Figure 1. Wires at chosen ports, followed through buffers.
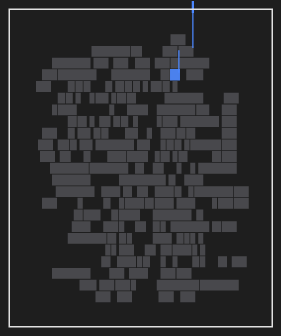
Figure 2. Met1 routing.
Supply wires on this layer in grey.
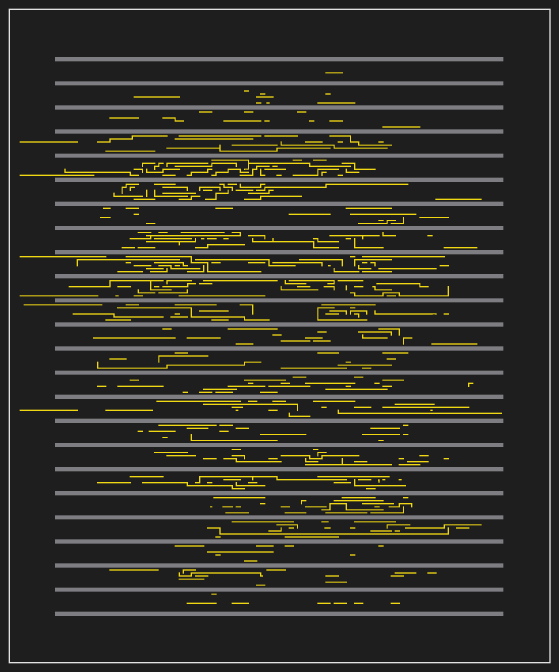
Figure 3. Placement density heat map.
6 x 7 tiles, from white (low) to dark blue (high), 0 to 100% covered.
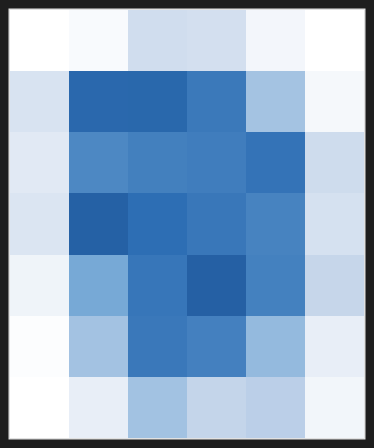
$ cat config.mk
export PLATFORM = sky130hd
export DESIGN_NAME = updown_sweep_ctrl
export DESIGN_NICKNAME = d
export VERILOG_FILES = /design/src/rtl/updown_sweep_ctrl.sv
export SDC_FILE = /design/constraint.sdc
export NUM_CORES = 1
export LEC_CHECK = 0
export CORE_ASPECT_RATIO = 1.25
export CORE_MARGIN = 5
export CORE_UTILIZATION = 40
export CTS_CLUSTER_DIAMETER = 60
export CTS_CLUSTER_SIZE = 12
export DETAILED_ROUTE_END_ITERATION = 8
export GPL_TIMING_DRIVEN = 0
export HOLD_SLACK_MARGIN = 0.1
export PLACE_DENSITY = 0.68
export SETUP_SLACK_MARGIN = 0.5
export SKIP_LAST_GASP = 1
export SYNTH_ARGS = -nofsm -noshare
export SYNTH_HDL_FRONTEND = slang
export SYNTH_SLANG_ARGS = --single-unit
$ cat constraint.sdc
create_clock -name clk -period 4.4 [get_ports clk]
set_input_delay 0.44 -clock clk [delete_from_list [all_inputs] [get_ports clk]]
set_output_delay 0.44 -clock clk [all_outputs]
set_load 0.01 [all_outputs]
$ cat src/rtl/updown_sweep_ctrl.sv
// Sweep sequencer for an external up/down counter: load lo, count up to hi,
// count back down to lo, optionally repeating; supports pause and abort.
module updown_sweep_ctrl #(
    parameter int WIDTH   = 4,
    parameter int SWEEP_W = 8
) (
    input  logic               clk,
    input  logic               reset,
    input  logic               start,
    input  logic               stop,
    input  logic               pause,
    input  logic               continuous,
    input  logic [WIDTH-1:0]   lo_bound,
    input  logic [WIDTH-1:0]   hi_bound,
    input  logic [WIDTH-1:0]   cnt_val,
    output logic               cnt_load,
    output logic [WIDTH-1:0]   cnt_load_val,
    output logic               cnt_en,
    output logic               up_down,
    output logic               busy,
    output logic               sweep_done,
    output logic [SWEEP_W-1:0] sweep_cnt,
    output logic               cfg_err
);

    typedef enum logic [1:0] {IDLE, LOAD, UP, DOWN} state_t;

    state_t           state;
    logic [WIDTH-1:0] lo_q, hi_q;
    logic             at_hi, at_lo;

    // Inclusive compares so an out-of-range counter value turns around at once
    assign at_hi = (cnt_val >= hi_q);
    assign at_lo = (cnt_val <= lo_q);

    always_ff @(posedge clk or negedge reset) begin
        if (!reset) begin
            state      <= IDLE;
            lo_q       <= '0;
            hi_q       <= '0;
            sweep_cnt  <= '0;
            sweep_done <= 1'b0;
            cfg_err    <= 1'b0;
        end else begin
            sweep_done <= 1'b0;
            cfg_err    <= 1'b0;
            case (state)
                IDLE: begin
                    if (start && !stop) begin
                        if (lo_bound >= hi_bound) begin
                            cfg_err <= 1'b1;
                        end else begin
                            lo_q      <= lo_bound;
                            hi_q      <= hi_bound;
                            sweep_cnt <= '0;
                            state     <= LOAD;
                        end
                    end
                end
                LOAD: state <= stop ? IDLE : UP;
                UP: begin
                    if (stop)
                        state <= IDLE;
                    else if (!pause && at_hi)
                        state <= DOWN;
                end
                DOWN: begin
                    if (stop) begin
                        state <= IDLE;
                    end else if (!pause && at_lo) begin
                        sweep_done <= 1'b1;
                        if (sweep_cnt != '1)
                            sweep_cnt <= sweep_cnt + 1'b1;
                        state <= continuous ? UP : IDLE;
                    end
                end
                default: state <= IDLE;
            endcase
        end
    end

    assign cnt_load     = (state == LOAD) && !stop;
    assign cnt_load_val = (state == LOAD) ? lo_q : '0;
    assign up_down      = (state == UP);
    assign busy         = (state != IDLE);

    always_comb begin
        cnt_en = 1'b0;
        case (state)
            UP:      cnt_en = !pause && !stop && !at_hi;
            DOWN:    cnt_en = !pause && !stop && !at_lo;
            default: cnt_en = 1'b0;
        endcase
    end

endmodule

==> impl_metrics.tcl <==
# implementation run metrics
set metrics [dict create \
    grt_pass1_vias 1120 \
    vias 1170 \
    comb-power_mw 0.194 \
    nNonClkInverters 16 \
    path_buffers 3 \
    hold_viol 0 \
    fin_crit_ns 2.979 \
    r2r-start "state[0]" \
    holdCritPathClass "reg2reg" \
    drive_gt1_share_pct 7.821 \
    mostFrequentLayoutCell "clkdlybuf4s50_1" \
    cpMaxStageDelayCell "clkdlybuf4s50_1" \
    dr.first_iter.drc_count 64 \
    synthXorXnorAreaFrac_pct 0 \
    antenna-diode-count 0 \
    ys_seq_share_pct 38.72 \
    pwr-share-clk_pct 30.5 \
    cp.depth 10 \
    vdd_drop_max_mv 0.2231 \
    hold_path_end "sweep_cnt[4]" \
    cp.required_ns 3.96 \
    nNetsFinal 211 \
    fin_skew_ns 0.005029 \
    synthDistinctLibCells 32 \
    post-place-ws_ns 1.426 \
    cp.arrival_ns 2.54 \
    async_flop_share_pct 100.0 \
    top_layer "met4" \
    p_comb_share_pct 31.9 \
    routabilityCongestion 0.8912 \
    critical-path-max-stage-delay_ns 0.56 \
    die_y_um 73.56 \
    register_area_um2 500.5 \
    cts_hold_buf 0 \
    chipArea_mm2 0.004475 \
    nClkBuffers 3 \
    fin_cells 216 \
    crit_path_end "cnt_en" \
    reg_top3 "sweep_cnt: 8 flops, hi_q: 4 flops, lo_q: 4 flops" \
    crit_family "buffers and inverters" \
    area_leaders "dfrtp_1, ha_1, o21ai_0" \
    reg2reg_depth 7 \
    grtUsageMet3_pct 2.460 \
    rsz0062_at_grt "no" \
    placed_area_mm2 0.001689 \
    post-route-period-util_pct 67.71 \
    path_class "in2out" \
    gr-usage-all-layers_pct 14.85 \
    r2r_end "sweep_cnt[6]" \
    edf_count 0 \
    syn_to_final_growth_pct 36.21 \
    syn_nets 171 \
    top_logic_kind "AND-OR/OR-AND gates" \
    seq_power_share_pct 37.6 \
    postLayoutSetupSlackWorst_ns 1.421 \
    grt_overflow 0 \
    cts_tree "built" \
    std_cell_rows 23 \
    wl_per_cell_um 13.95 \
    path_clk_slew_ns 0.08 \
    yosys.area_share.adder_pct 12.58 \
    largest_area_cell "dfrtp_1" \
    rrSetupSlack_ns 2.32 \
    final_area_mm2 0.001760 \
    largest_register_ffs 8 \
    grt_pass1_wl_um 5030 \
    nFillCells 313 \
    status "finished clean" \
    routed-wl-met3_um 154 \
    end_kind "primary output" \
    clk_share_pct 4.051 \
    fin_hold_ws_ns 0.5028 \
    antenna_found_initial 0 \
    wl_um 3014 \
    power.largest_group "registers" \
    regMostFlops "sweep_cnt" \
    cts-root-buf "clkbuf_8" \
    worstHoldStart "sweep_cnt[4]" \
    io_pins 36 \
    yosysWarningCount 0 \
    p_leak_nw 0.7661 \
    p_per_area_mw_per_mm2 346.0 \
    openroad.warnings 26 \
    synth_top_area_share_pct 38.72 \
    crit_path_start_kind "input port" \
    groute.layer.met2.usage_pct 24.61 \
    path_max_fanout 2 \
    tightest_slew_ns 0.9005 \
    tns_ns 0 \
    syn_inst 140 \
    cts.sinks 20 \
    comb_cells 101 \
    grt-busiest-layer "met2" \
    grt_max_degree 21 \
    hpwl_um 2404 \
    top_cells_by_count "dfrtp_1, inv_1, o21ai_0" \
    worstPathCellList "clkdlybuf4s50_1 -> inv_1 -> ha_1 -> nand2b_1 -> a21oi_1 -> nor2b_1 -> o21ai_0 -> nand2_1 -> a21oi_1 -> clkdlybuf4s50_1" \
    synth.most_common_cell "dfrtp_1" \
    cts_htree_levels 1 \
    worstHoldPathCells 1 \
    powerClk_mw 0.186 \
    simple_gate_share_pct 19.26 \
    comb_area_um2 708.2 \
    synth_flops 20 \
    grt_use_met1_pct 18.42 \
    seq_share_pct 28.43 \
    ant_nets 0 \
    biggestCellCategory "logic gates" \
    startpoint "cnt_val[0]" \
    nNonClkBuffers 38 \
    bufAreaShareNonClock_pct 21.25 \
    synth_chip_area_mm2 0.001292 \
    swShare_pct 29.59 \
    io_buffers 35 \
    n_tap_cell 37 \
    fmax_mhz 335.6 \
    syn-mean-instance-area_um2 9.232 \
    wl_met2_um 1526 \
    lay_top_cells "clkdlybuf4s50_1, dfrtp_1, inv_1, o21ai_0, ha_1" \
    cts_buffers 3 \
    finalPower_mw 0.6092 \
    placed_cells 212 \
]
About Figure 1:
colour	port	direction	edge	end cells	buffers	wire
blue	up_down	output	north	1	1	13.4 um

About Figure 2:
wire length on this layer	1260 um
nets with wire on the layer	187
share of all routed wire	42%
main direction	horizontal

About Figure 3:
nearly empty tiles	9.5%
fullest tile	81%
emptiest ninth of the die	south-west
densest ninth of the die	centre
CORE AREA: 0.003166 mm^2
final core occ: 55.61%
fp_density: 40.83%

Power is estimated from default activity; no workload was simulated.
